$ cat src/rtl/intr_ctrl.sv
// Machine-mode interrupt controller: synchronised level/edge sources, fixed-priority claim/complete, prescaled 64-bit timer.
// Reads return one cycle after re_i; writes land on the strobe edge; the bus slave never stalls.
module intr_ctrl #(
  parameter int DW         = 32,
  parameter int NUM_SRC    = 8,
  parameter int IDW        = $clog2(NUM_SRC + 1),
  parameter int PRESCALE_W = 8
) (
  input  logic               clk_i,
  input  logic               rst_i,
  input  logic [NUM_SRC-1:0] src_i,
  input  logic               we_i,
  input  logic               re_i,
  input  logic [3:0]         addr_i,
  input  logic [DW-1:0]      wdata_i,
  output logic [DW-1:0]      rdata_o,
  output logic               t_intr_o,
  output logic               e_intr_o,
  output logic [IDW-1:0]     claim_id_o
);

  localparam logic [3:0] A_ENABLE   = 4'd0;
  localparam logic [3:0] A_EDGE     = 4'd1;
  localparam logic [3:0] A_PENDING  = 4'd2;
  localparam logic [3:0] A_INSVC    = 4'd3;
  localparam logic [3:0] A_PRESCALE = 4'd4;
  localparam logic [3:0] A_MTIME_LO = 4'd5;
  localparam logic [3:0] A_MTIME_HI = 4'd6;
  localparam logic [3:0] A_CMP_LO   = 4'd7;
  localparam logic [3:0] A_CMP_HI   = 4'd8;
  localparam logic [3:0] A_CLAIM    = 4'd9;

  logic [NUM_SRC-1:0]    sync1, sync2, sync3;
  logic [NUM_SRC-1:0]    enable, edge_mode, pending, insvc;
  logic [NUM_SRC-1:0]    rise, w1c, claim_oh, cmpl_oh, present;
  logic [NUM_SRC-1:0]    pending_nxt;
  logic [PRESCALE_W-1:0] prescale, presc_cnt;
  logic [63:0]           mtime, mtimecmp;
  logic [IDW-1:0]        pri_id, cmpl_id;
  logic [DW-1:0]         rd_val;
  logic [31:0]           wd32;
  logic                  claim_rd, cmpl_wr, presc_rst, tick;

  assign wd32     = wdata_i[31:0];
  assign cmpl_id  = wdata_i[IDW-1:0];
  assign claim_rd = re_i && (addr_i == A_CLAIM);
  assign cmpl_wr  = we_i && (addr_i == A_CLAIM);
  assign rise     = sync2 & ~sync3;
  assign w1c      = (we_i && addr_i == A_PENDING) ? wdata_i[NUM_SRC-1:0] : '0;
  assign present  = pending & enable & ~insvc;

  // Decoded one-hots: ID 0 and IDs above NUM_SRC match no source, so they fall out naturally.
  always_comb begin
    claim_oh = '0;
    cmpl_oh  = '0;
    pri_id   = '0;
    for (int i = 0; i < NUM_SRC; i++) begin
      claim_oh[i] = claim_rd && (claim_id_o == IDW'(i + 1));
      cmpl_oh[i]  = cmpl_wr && (cmpl_id == IDW'(i + 1));
    end
    for (int i = NUM_SRC - 1; i >= 0; i--) begin
      if (present[i]) pri_id = IDW'(i + 1);
    end
  end

  // A fresh edge beats both W1C and claim-clear, so a late edge is never lost.
  assign pending_nxt = (edge_mode & ((pending & ~w1c & ~claim_oh) | rise))
                     | (~edge_mode & sync2);

  always_ff @(posedge clk_i or negedge rst_i) begin
    if (!rst_i) begin
      sync1      <= '0;
      sync2      <= '0;
      sync3      <= '0;
      pending    <= '0;
      insvc      <= '0;
      enable     <= '0;
      edge_mode  <= '0;
      e_intr_o   <= 1'b0;
      claim_id_o <= '0;
    end else begin
      sync1      <= src_i;
      sync2      <= sync1;
      sync3      <= sync2;
      pending    <= pending_nxt;
      insvc      <= (insvc & ~cmpl_oh) | claim_oh;
      e_intr_o   <= |present;
      claim_id_o <= pri_id;
      if (we_i && addr_i == A_ENABLE) enable    <= wdata_i[NUM_SRC-1:0];
      if (we_i && addr_i == A_EDGE)   edge_mode <= wdata_i[NUM_SRC-1:0];
    end
  end

  assign presc_rst = we_i && (addr_i == A_PRESCALE || addr_i == A_MTIME_LO || addr_i == A_MTIME_HI);
  assign tick      = (presc_cnt == prescale) && !presc_rst;

  always_ff @(posedge clk_i or negedge rst_i) begin
    if (!rst_i) begin
      prescale  <= '0;
      presc_cnt <= '0;
      mtime     <= '0;
      mtimecmp  <= '1;
      t_intr_o  <= 1'b0;
    end else begin
      t_intr_o <= (mtime >= mtimecmp);
      if (presc_rst || tick) presc_cnt <= '0;
      else                   presc_cnt <= presc_cnt + PRESCALE_W'(1);
      if (we_i && addr_i == A_PRESCALE) prescale <= wdata_i[PRESCALE_W-1:0];
      // A bus write to either half suppresses that cycle's increment entirely.
      if (we_i && addr_i == A_MTIME_LO)      mtime[31:0]  <= wd32;
      else if (we_i && addr_i == A_MTIME_HI) mtime[63:32] <= wd32;
      else if (tick)                         mtime        <= mtime + 64'd1;
      if (we_i && addr_i == A_CMP_LO) mtimecmp[31:0]  <= wd32;
      if (we_i && addr_i == A_CMP_HI) mtimecmp[63:32] <= wd32;
    end
  end

  always_comb begin
    rd_val = '0;
    case (addr_i)
      A_ENABLE:   rd_val[NUM_SRC-1:0]    = enable;
      A_EDGE:     rd_val[NUM_SRC-1:0]    = edge_mode;
      A_PENDING:  rd_val[NUM_SRC-1:0]    = pending;
      A_INSVC:    rd_val[NUM_SRC-1:0]    = insvc;
      A_PRESCALE: rd_val[PRESCALE_W-1:0] = prescale;
      A_MTIME_LO: rd_val[31:0]           = mtime[31:0];
      A_MTIME_HI: rd_val[31:0]           = mtime[63:32];
      A_CMP_LO:   rd_val[31:0]           = mtimecmp[31:0];
      A_CMP_HI:   rd_val[31:0]           = mtimecmp[63:32];
      A_CLAIM:    rd_val[IDW-1:0]        = claim_id_o;
      default:    rd_val                 = '0;
    endcase
  end

  always_ff @(posedge clk_i or negedge rst_i) begin
    if (!rst_i)    rdata_o <= '0;
    else if (re_i) rdata_o <= rd_val;
  end

endmodule

$ cat config.mk
export PLATFORM = sky130hd
export DESIGN_NAME = intr_ctrl
export DESIGN_NICKNAME = d
export VERILOG_FILES = /design/src/rtl/intr_ctrl.sv
export SDC_FILE = /design/constraint.sdc
export NUM_CORES = 1
export LEC_CHECK = 0
export CAP_MARGIN = 10
export CORE_MARGIN = 2
export CORE_UTILIZATION = 60
export CTS_CLUSTER_SIZE = 16
export DETAILED_ROUTE_END_ITERATION = 7
export PLACE_DENSITY = 0.82
export RECOVER_POWER = 100
export SYNTH_ARGS = -nofsm -noshare
export SYNTH_HDL_FRONTEND = slang
export SYNTH_SLANG_ARGS = --single-unit
$ cat constraint.sdc
create_clock -name clk_i -period 2.8 [get_ports clk_i]
set_input_delay 0.56 -clock clk_i [delete_from_list [all_inputs] [get_ports clk_i]]
set_output_delay 0.56 -clock clk_i [all_outputs]
set_load 0.1 [all_outputs]
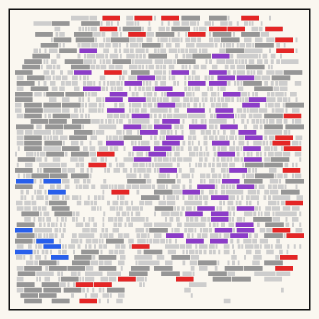
Fig. 1. Sequential cells grouped by signal name (run 1).
Scale: 2 px per µm. Other sequential cells in the stronger grey, the rest of the logic in the fainter grey.
purple -> `mtime`  # placed flops 64
red -> `rdata_o`  # placed flops 32, where widely spread
blue -> `insvc`  # placed flops 8, where south-west
not coloured = 134
utilization after layout: 71.3%
register area: 6040 µm²
P_seq: 5.15 mW
sequential share of cell area: 40.5%

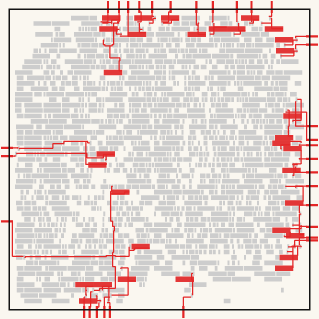
Fig. 2. I/O nets highlighted (run 1).
Scale: 2 px per µm.
red -> `rdata_o`  # bits 32, direction output, edge 12 east, 11 north, 6 south, 3 west, end cells 32, wire 911 µm
top-level I/O count: 86
port bufs: 85

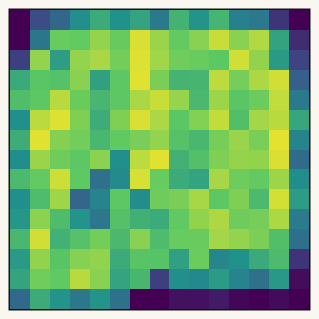
Fig. 3. Placement density heat map (run 1).
Scale: 2 px per µm. 15 x 15 tiles, from dark purple (low) to yellow (high), 0 to 100% covered.
emptiest ninth of the die = south-east
tiles over 75% full = 46%
fullest tile = 96%
nearly empty tiles = 3.6%
mean over tiles = 65%

==> flow_metrics.tcl, run 1 <==
# yosys + openroad results
set metrics [dict create \
    finalHoldViolCount 0 \
    synth-edff-count 0 \
    synth_seq_share_pct 47.5 \
    place_hpwl_mm 26.0 \
    worst_path_max_delay_cell "dfstp_2" \
    clk_pin_slew_ns 0.06 \
    met3_length_mm 2.87 \
    worst_hold_slack_ns 0.347 \
    finalMaxSlewViolations 72 \
    drt-initial-drc-count 1036 \
    fin_nets 1538 \
    dr_wl_met2_mm 17.5 \
    finalSetupViolations 0 \
    hp-start "sync1[4]" \
    compound_area_share_pct 14.8 \
    yosys-top-cells-area "dfrtp_1, dfstp_2, ha_1, mux2_2, nand2_1" \
    r2r-end "t_intr_o" \
    startpoint_type "flip-flop" \
    endpoint "t_intr_o" \
    rows 53 \
    grt-ovfl-total 0 \
    critPathRequiredTime_ns 3.21 \
    place_area_um2 14200 \
    crit_start "mtimecmp[2]" \
    adder_share_pct 6.50 \
    hold_path_end "sync2[4]" \
    cap_violations 1 \
    ant_nets 0 \
    grt_pass1_vias 10895 \
    drt_wl_total_mm 36.3 \
    top_logic_kind "simple AND/OR/NAND/NOR gates" \
    cts_sinks 238 \
    warnings 26 \
    reg_top3 "mtime: 64 flops, mtimecmp: 64 flops, rdata_o: 32 flops" \
    crit_chain "inv_1, ha_1, a211o_1, a31oi_1, o221ai_1, a211oi_1, clkbuf_4, nor4b_1, o2111ai_1, nand3_1" \
    avgViaCountPerCell 6.29 \
    cts_buffers 26 \
    h-tree-depth 1 \
    synth_top_cell_by_area "dfrtp_1" \
    grt_pass1_wl_mm 58.0 \
    synthMuxAreaShare_pct 5.88 \
    max_stage_delay_ns 0.53 \
    skew_ns 0.0136 \
    dr.max_layer_used "met4" \
    synth_cell_type_count 54 \
    vias 10818 \
    whs_path_depth 0 \
    grt_max_degree 74 \
    clk_latency_ns 0.55 \
    fp_util_pct 60.9 \
    numSynthFlops 238 \
    area_delta_synth_final_pct 17.2 \
    cts_buffer_depth 3 \
    post-route-drc-count 0 \
    cp.depth 10 \
    cp-end-kind "flip-flop" \
    dp_slack_ns -0.222 \
    failed_checks "capacitance limit, slew limit" \
    die_x_um 150 \
    postLayoutCellArea_um2 14900 \
    ff_type "dfrtp_1" \
    hold_class "reg -> reg" \
    met2_usage_pct 54.9 \
    peakVddDrop_v 0.000682 \
    gp_congestion 0.962 \
    crit_family "AND-OR/OR-AND gates" \
    rsz0062_at_grt "no" \
    grt.busiest_layer "met2" \
    wire_per_inst_um 21.1 \
    core-area_um2 20900 \
    crit_buf_inv 2 \
    status "finished, violations left" \
    cts_tree "built" \
    antennaDiodeCount 0 \
    gr-usage-all-layers_pct 33.0 \
    r2r_setup_slack_ns 0.09 \
    final_layout_size_suffix_gt1_share_pct 16.2 \
]
[run 1: timing repair]
action / in CTS / in global routing
buffers inserted: 0 / 0
endpoints found under the setup margin: 0 / 6
hold buffers: 0 / 0
gates resized: 0 / 1
[run 1: where the power goes]
part	switching (mW)	leakage, nW	internal [mW]
Clock	1.44	0.475	2.42
Sequential	0.847	2.82	4.30
Combinational	1.96	3.02	1.27
Total	4.24	6.32	7.99
[run 1: final cells by class]
cell class / instances / area [µm²]
Clock inverter: 13 / 231
Multi-Input combinational cell: 915 / 6110
Tap cell: 275 / 344
Timing Repair Buffer: 147 / 1070
Sequential cell: 238 / 6040
Clock buffer: 35 / 744
Fill cell: 1567 / 5990
Inverter: 96 / 360
[run 1: cell usage after synthesis (4+ instances only)]
master	n
a21o_1	13
a21oi_1	78
a221oi_1	30
a222oi_1	4
a22o_1	34
a22oi_1	6
a31oi_1	4
a41oi_1	4
and3_1	16
and4_1	11
buf_1	9
clkbuf_1	44
dfrtp_1	174
dfstp_2	64
ha_1	66
inv_1	96
mux2_2	59
mux2i_1	6
nand2_1	152
nand2b_1	7
nand3_1	37
nand3b_1	6
nand4_1	32
nor2_1	94
nor3_1	21
nor3b_1	4
nor4_1	9
o21ai_0	79
o22ai_1	26
or3_1	4
xnor2_1	43
xor2_1	34
[run 1: cells in the final DEF (no fill, tap or decap), types with 35 or more instances in the layout]
cell type and instances:
dfstp_2 64, a21oi_1 78, inv_1 96, xnor2_1 43
clkbuf_1 50, nand3_1 37, nand2_1 152, mux2_2 59
clkdlybuf4s50_1 35, o21ai_0 81, dfrtp_1 174, ha_1 66
nor2_1 91
Fig. 4: run 1, the clock network
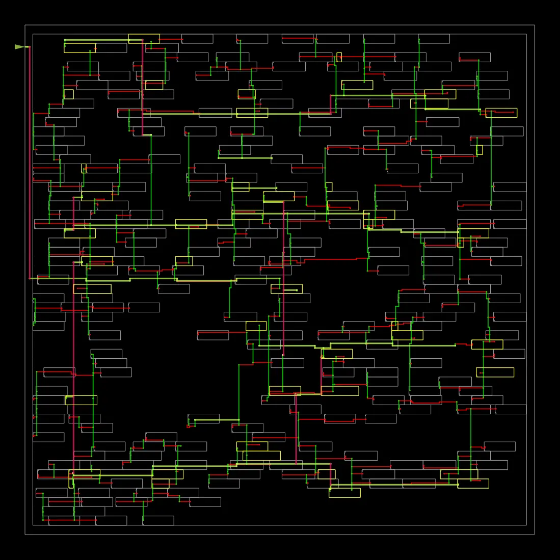

==> inputs of run 2 (changes only) <==
--- a/config.mk
+++ b/config.mk
@@ -10,8 +10,10 @@
 export CORE_UTILIZATION = 60
 export CTS_CLUSTER_SIZE = 16
 export DETAILED_ROUTE_END_ITERATION = 7
+export HOLD_SLACK_MARGIN = 0.02
 export PLACE_DENSITY = 0.82
 export RECOVER_POWER = 100
 export SYNTH_ARGS = -nofsm -noshare
 export SYNTH_HDL_FRONTEND = slang
 export SYNTH_SLANG_ARGS = --single-unit
+export TNS_END_PERCENT = 10
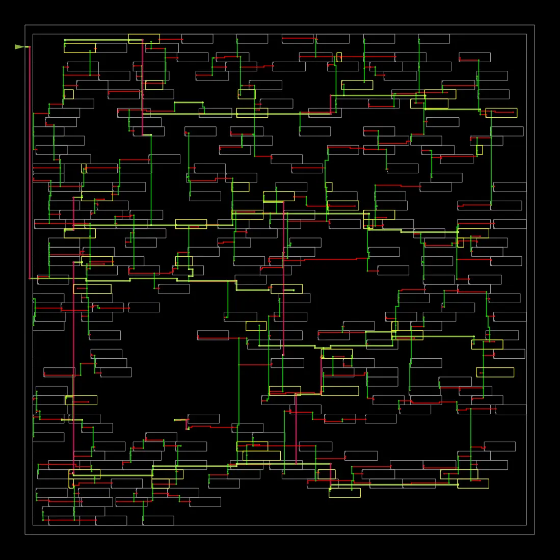
Fig. 5. The clock network (run 2).
clk_lat worst skew: 0.55 ns
clk_skew: 0.0167 ns
seq_cells: 238
Clock group: 3.87 mW
Clock Sink Count: 238

==> run 2 against run 1 <==
Effect of this change: the run still ends with capacitance limit, slew limit left; die size unchanged; critical path depth unchanged; cell area about the same; via count increased by 0.18%; first-iteration DRC count decreased by 8.5%; clock-buffer cell count unchanged; worst setup slack got worse by 0.020 ns; synthesized cell count unchanged; largest cell class unchanged.
==> flow_metrics.tcl, run 2 <==
# yosys + openroad results
set metrics [dict create \
    drt-initial-drc-count 948 \
    finalHoldViolCount 0 \
    rsz0062_at_grt "no" \
    antenna_found_initial 0 \
    worst_hold_slack_ns 0.347 \
    status "finished, violations left" \
    die_x_um 150 \
    synth-edff-count 0 \
    period_used_pct 97.4 \
    dp_slack_ns -0.222 \
    r2r_setup_slack_ns 0.07 \
    pin_count 86 \
    p_total_mw 12.2 \
    cts_buffer_depth 3 \
    drt_wl_total_mm 36.2 \
    cts_tree "built" \
    cp_data_arrival_time_ns 3.14 \
    area_delta_synth_final_pct 17.3 \
    vias 10837 \
    r2r-end "t_intr_o" \
    powerDensity_nw_per_um2 820 \
    postLayoutCellArea_um2 14900 \
    h-tree-depth 1 \
    post-route-drc-count 0 \
    cp_max_fo 2 \
    lay_top_count "dfrtp_1" \
    r2r_cells 10 \
    top_cells_by_count "dfrtp_1, nand2_1, inv_1" \
    critPathRequiredTime_ns 3.21 \
    fin_nets 1539 \
    syn_avg_cell_area_um2 9.74 \
    place_area_um2 14200 \
    die-area_um2 22400 \
    netlist_instances 1305 \
    gp_congestion 0.962 \
    synth_area_um2 12700 \
    regToRegStartpoint "mtimecmp[2]" \
    fin_ws_ns 0.0725 \
    hold_path_end "sync2[4]" \
    power.leakage_nw 6.32 \
    numSynthFlops 238 \
    finalMaxSlewViolations 72 \
    yosys-stat-area_um2 12700 \
    hp-start "sync1[4]" \
    reg_top3 "mtime: 64 flops, mtimecmp: 64 flops, rdata_o: 32 flops" \
    peakVddDrop_v 0.000682 \
    grt-ovfl-total 0 \
    antennaDiodeCount 0 \
    critical_path_class "reg -> reg" \
    grt_max_degree 74 \
    synthMostInstantiatedCell "dfrtp_1" \
    whs_path_depth 0 \
    clk_pin_slew_ns 0.06 \
    crit_start "mtimecmp[2]" \
    final.setup.tns_ns 0 \
    wire_per_inst_um 21.1 \
    post-route-min-period_ns 2.73 \
    synth_nets 1419 \
    rows 53 \
    dr.pass1.iters 5 \
    cts_root_buffer "clkbuf_16" \
    synth_top_cell_by_area "dfrtp_1" \
    io_buffers 85 \
    cap_violations 1 \
    ys_cells 1305 \
    grt_pass1_vias 10895 \
    top_area_share_pct 34.3 \
    fp_util_pct 60.9 \
    startpoint_type "flip-flop" \
    hold_class "reg -> reg" \
    ant_nets 0 \
    grt_pass1_wl_mm 58.0 \
    final_layout_size_suffix_gt1_share_pct 16.3 \
    ys_warn_count 0 \
    synthArstFlopShare_pct 100 \
    avgViaCountPerCell 6.30 \
    synth_seq_share_pct 47.5 \
    dp.cells 1671 \
    ff_type "dfrtp_1" \
    tightest_slew_ns 1.93 \
    finalNonFillerCells 1720 \
    failed_checks "capacitance limit, slew limit" \
    utilization_pct 71.4 \
    max_clock_freq_mhz 367 \
    cp-end-kind "flip-flop" \
    finalSetupViolations 0 \
    max_slew_margin_pct -28.6 \
    gr-usage-all-layers_pct 33.0 \
    synth_cell_type_count 54 \
    warnings 26 \
    die_h_um 150 \
    final_cell_mix "dfrtp_1, nand2_1, inv_1" \
    cts_buffers 26 \
    core-area_um2 20900 \
    place_hpwl_mm 26.0 \
    yosys-top-cells-area "dfrtp_1, dfstp_2, ha_1, mux2_2, nand2_1" \
]
==> run 2: cell type report <==
cell class | count | area (µm²)
clock buffer | 35 | 744
clock inverter | 13 | 231
fill | 1566 | 5970
inverter | 96 | 360
multi-input combinational | 915 | 6110
sequential | 238 | 6040
tap | 275 | 344
timing repair buffer | 148 | 1080
==> run 2: timing repair <==
action | CTS | global route
resized | 0 | 1
endpoints found under the setup margin | 0 | 6
buffers inserted | 0 | 0
hold buffers | 1 | 0
endpoints found under the hold margin | 19 | 0
==> run 2: kinds of logic after synthesis <==
kind of cell    share of synthesized area (%)
flops                                    47.5
compound gates                           14.8
fa+ha+maj                                6.50
xor+xnor                                 5.31
simple gates                             15.5
mux                                      5.88
buf+inv                                  4.52
==> run 2: metal layers <==
metal	global-route usage (%)	share of wire [%]
met4	14.5	4.1
met2	54.9	49
met3	4.97	7.9
met5	0	0
met1	43.0	39
==> run 2: report_power, final <==
group          switching, mW  total, mW  internal, mW
Clock                   1.45       3.87          2.42
Sequential             0.845       5.15          4.30
Combinational           1.95       3.22          1.27
Total                   4.25       12.2          7.99
==> run 2: critical path: stages, from the launching register on <==
cell	delay, ns
dfstp_2	0.53
inv_1	0.06
ha_1	0.29
a211o_1	0.30
a31oi_1	0.38
o221ai_1	0.21
a211oi_1	0.27
clkbuf_4	0.20
nor4b_1	0.05
o2111ai_1	0.20
nand3_1	0.12
==> run 2: worst max-delay path by stage <==
stage	end	slack, ns
2_1_floorplan	mtime[47]	0.35
3_3_place_gp	rdata_o[0]	-0.13
3_5_place_dp	mtime[45]	-0.22
4_1_cts	mtime[45]	0.1
5_1_grt	mtimecmp[25]	0.02
6_report	t_intr_o	0.07
Power is estimated from default activity; no workload was simulated.
